$ cat src/rtl/mem_port_arbiter.sv
// mem_port_arbiter
// Shares one single-ported memory between the cpu instruction-fetch port (I_*)
// and data-access port (D_*). Requests are serialised with busywait handshakes;
// each access is followed by one IDLE cycle so the memory sees the request drop.
// Default arbitration: data first, with an instruction starvation guard.
// Optional build macro ARB_ROUND_ROBIN_EN: contention alternates between ports.
module mem_port_arbiter #(
  parameter logic [3:0] I_READ_CODE = 4'b0010,
  parameter int         STARVE_MAX  = 4
) (
  input  logic        CLK,
  input  logic        RESET,
  input  logic [31:0] I_ADDR,
  input  logic        I_READ,
  output logic [31:0] I_INSTRUCTION,
  output logic        I_BUSYWAIT,
  input  logic [3:0]  D_READ,
  input  logic [2:0]  D_WRITE,
  input  logic [31:0] D_ADDR,
  input  logic [31:0] D_WRITE_DATA,
  output logic [31:0] D_READ_DATA,
  output logic        D_BUSYWAIT,
  output logic [3:0]  MEM_READ,
  output logic [2:0]  MEM_WRITE,
  output logic [31:0] MEM_ADDR,
  output logic [31:0] MEM_WRITE_DATA,
  input  logic [31:0] MEM_READ_DATA,
  input  logic        MEM_BUSYWAIT
);

  typedef enum logic [1:0] {
    IDLE    = 2'd0,
    SERVE_I = 2'd1,
    SERVE_D = 2'd2
  } state_t;

  state_t state;
  logic   i_req;
  logic   d_req;
  logic   grant_i;

  assign i_req = I_READ;
  assign d_req = (|D_READ) | (|D_WRITE);

`ifdef ARB_ROUND_ROBIN_EN
  logic last_grant_i;

  // On contention the port that was not served last wins.
  always_comb begin
    grant_i = i_req;
    if (i_req && d_req) grant_i = ~last_grant_i;
  end
`else
  localparam logic [2:0] STARVE_LIM = 3'(STARVE_MAX);
  logic [2:0] starve_cnt;

  // On contention data wins unless fetch has been passed over STARVE_MAX times.
  always_comb begin
    grant_i = i_req;
    if (i_req && d_req) grant_i = (starve_cnt >= STARVE_LIM);
  end
`endif

  // Arbitration FSM: grant from IDLE, hold until memory completes, then back to IDLE.
  always_ff @(posedge CLK or negedge RESET) begin
    if (!RESET) begin
      state <= IDLE;
`ifdef ARB_ROUND_ROBIN_EN
      last_grant_i <= 1'b1;
`else
      starve_cnt <= 3'd0;
`endif
    end else begin
      case (state)
        IDLE: begin
          if (grant_i) begin
            state <= SERVE_I;
`ifdef ARB_ROUND_ROBIN_EN
            last_grant_i <= 1'b1;
`else
            starve_cnt <= 3'd0;
`endif
          end else if (d_req) begin
            state <= SERVE_D;
`ifdef ARB_ROUND_ROBIN_EN
            last_grant_i <= 1'b0;
`else
            if (i_req && (starve_cnt != 3'd7)) starve_cnt <= starve_cnt + 3'd1;
`endif
          end
        end
        SERVE_I, SERVE_D: begin
          if (!MEM_BUSYWAIT) state <= IDLE;
        end
        default: state <= IDLE;
      endcase
    end
  end

  // Route the granted port onto the memory bus; everything is zero while idle.
  always_comb begin
    MEM_READ       = 4'd0;
    MEM_WRITE      = 3'd0;
    MEM_ADDR       = 32'd0;
    MEM_WRITE_DATA = 32'd0;
    I_INSTRUCTION  = 32'd0;
    D_READ_DATA    = 32'd0;
    case (state)
      SERVE_I: begin
        MEM_READ      = I_READ_CODE;
        MEM_ADDR      = I_ADDR;
        I_INSTRUCTION = MEM_READ_DATA;
      end
      SERVE_D: begin
        MEM_READ       = D_READ;
        MEM_WRITE      = D_WRITE;
        MEM_ADDR       = D_ADDR;
        MEM_WRITE_DATA = D_WRITE_DATA;
        D_READ_DATA    = MEM_READ_DATA;
      end
      default: ;
    endcase
  end

  // A requester is released only in the cycle its own access completes.
  assign I_BUSYWAIT = i_req & ~((state == SERVE_I) & ~MEM_BUSYWAIT);
  assign D_BUSYWAIT = d_req & ~((state == SERVE_D) & ~MEM_BUSYWAIT);

endmodule

$ cat config.mk
export PLATFORM = sky130hd
export DESIGN_NAME = mem_port_arbiter
export DESIGN_NICKNAME = d
export VERILOG_FILES = /design/src/rtl/mem_port_arbiter.sv
export SDC_FILE = /design/constraint.sdc
export NUM_CORES = 1
export LEC_CHECK = 0
export ABC_CLOCK_PERIOD_IN_PS = 1900
export CORE_AREA = 2 2 106 108
export CTS_CLUSTER_SIZE = 24
export DETAILED_ROUTE_END_ITERATION = 7
export DIE_AREA = 0 0 108 110
export PLACE_DENSITY = 0.64
export SETUP_SLACK_MARGIN = 0.5
export SYNTH_ARGS = -nofsm -noshare
export SYNTH_HDL_FRONTEND = slang
export SYNTH_SLANG_ARGS = --single-unit
export TNS_END_PERCENT = 50
$ cat constraint.sdc
create_clock -name CLK -period 1.9 [get_ports CLK]
set_clock_uncertainty 0.15 [all_clocks]
set_input_delay 0.285 -clock CLK [delete_from_list [all_inputs] [get_ports CLK]]
set_output_delay 0.285 -clock CLK [all_outputs]
set_load 0.005 [all_outputs]
**Routed metal, one colour a layer**

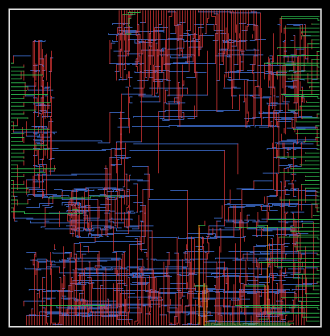
metal 4 -> orange  # wire length 91.8 um
metal 2 -> red  # wire length 5760 um
metal 3 -> green  # wire length 1050 um
metal 1 -> blue  # wire length 3920 um

**Gate-type map**

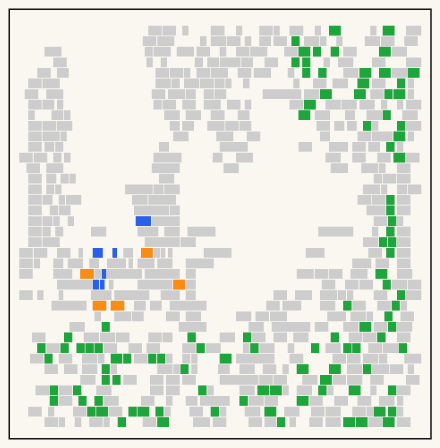
NAND gates -> blue  # cells 6, most used nand2_1, where left middle
AND-OR and OR-AND gates -> orange  # cells 5
AND and OR gates -> green  # cells 102, most used and2_1, where spread over the die

**The metal 2 layer**

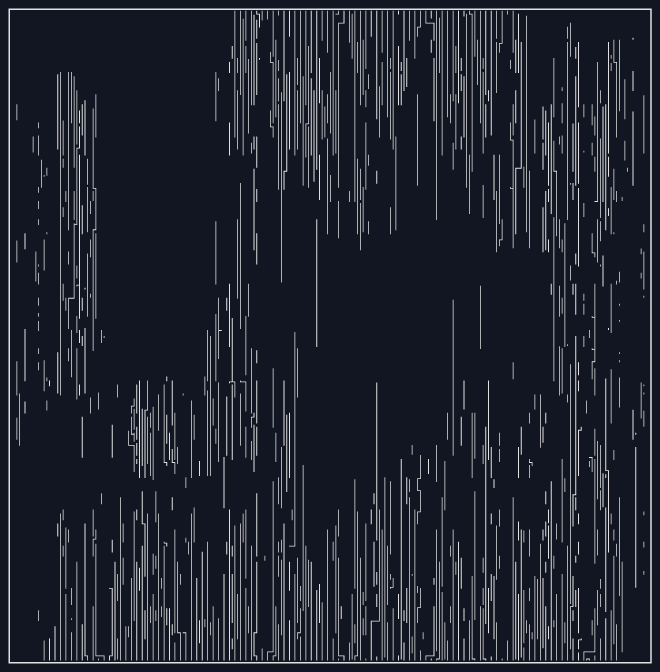
wire length on this layer = 5760 um
main direction = vertical
total wire length: 10800 um
DR vias: 2848

==> flow_summary_export.csv <==
group,metric,value,unit
status,status,"complete, but fails checks",
status,violations,"negative setup slack",
cts,cts_root_buf,"clkbuf_8",
setup_path,cp.arrival,1.73,ns
cells_and_area,fin_nets,690,
grt,grt.overflow.total,0,
route,viasPerCell,4.16,
power_and_ir_drop,leakage,2.33,nW
power_and_ir_drop,p_seq,209,uW
grt,use_met2,30.7,%
grt,busiest_layer,"met2",
setup_path,endpoint_kind,"primary output",
cells_and_area,fillerInstances,1032,
timing,fmax,462,MHz
cts,cts_tree,"built",
timing,grt_setup_unrepaired,"true",
cts,cts.sinks,5,
setup_path,worst-path-buf-inv,5,
cts,ctsHoldBuffers,0,
yosys,ys.flop_type,"dfrtp_1",
cells_and_area,drive_gt1_share,51.2,%
cells_and_area,multi_input_comb_cells,196,
setup_path,rrSetupSlack,0.22,ns
power_and_ir_drop,p_sw_share,35.8,%
route,dr_wl_met2,5760,um
timing,worst_slack,-0.265,ns
setup_path,critPathCapture,"MEM_ADDR[31]",
die,rows,38,
timing,finalSetupViolCount,108,
setup_path,cp.required,1.46,ns
cts,cts-htree-levels,1,
yosys,syn_area,1540,um^2
timing,drv_slew,0,
yosys,netlist_instances,226,
route,drt_iter0_markers,75,
placement,numPortBuffers,275,
yosys,top_cells_by_count,"and2_1 (101), a22oi_1 (33), nor2b_1 (33)",
yosys,async_flop_share,100,%
power_and_ir_drop,pwr_density_cell,1210,nW/um^2
cells_and_area,buffers,336,
yosys,edf_count,0,
yosys,ys_cells,226,
power_and_ir_drop,clkPwrFrac,3.1,%
cells_and_area,final-seq-area,126,um^2
Power figures rest on the tool's default switching activity, not on a simulated workload.
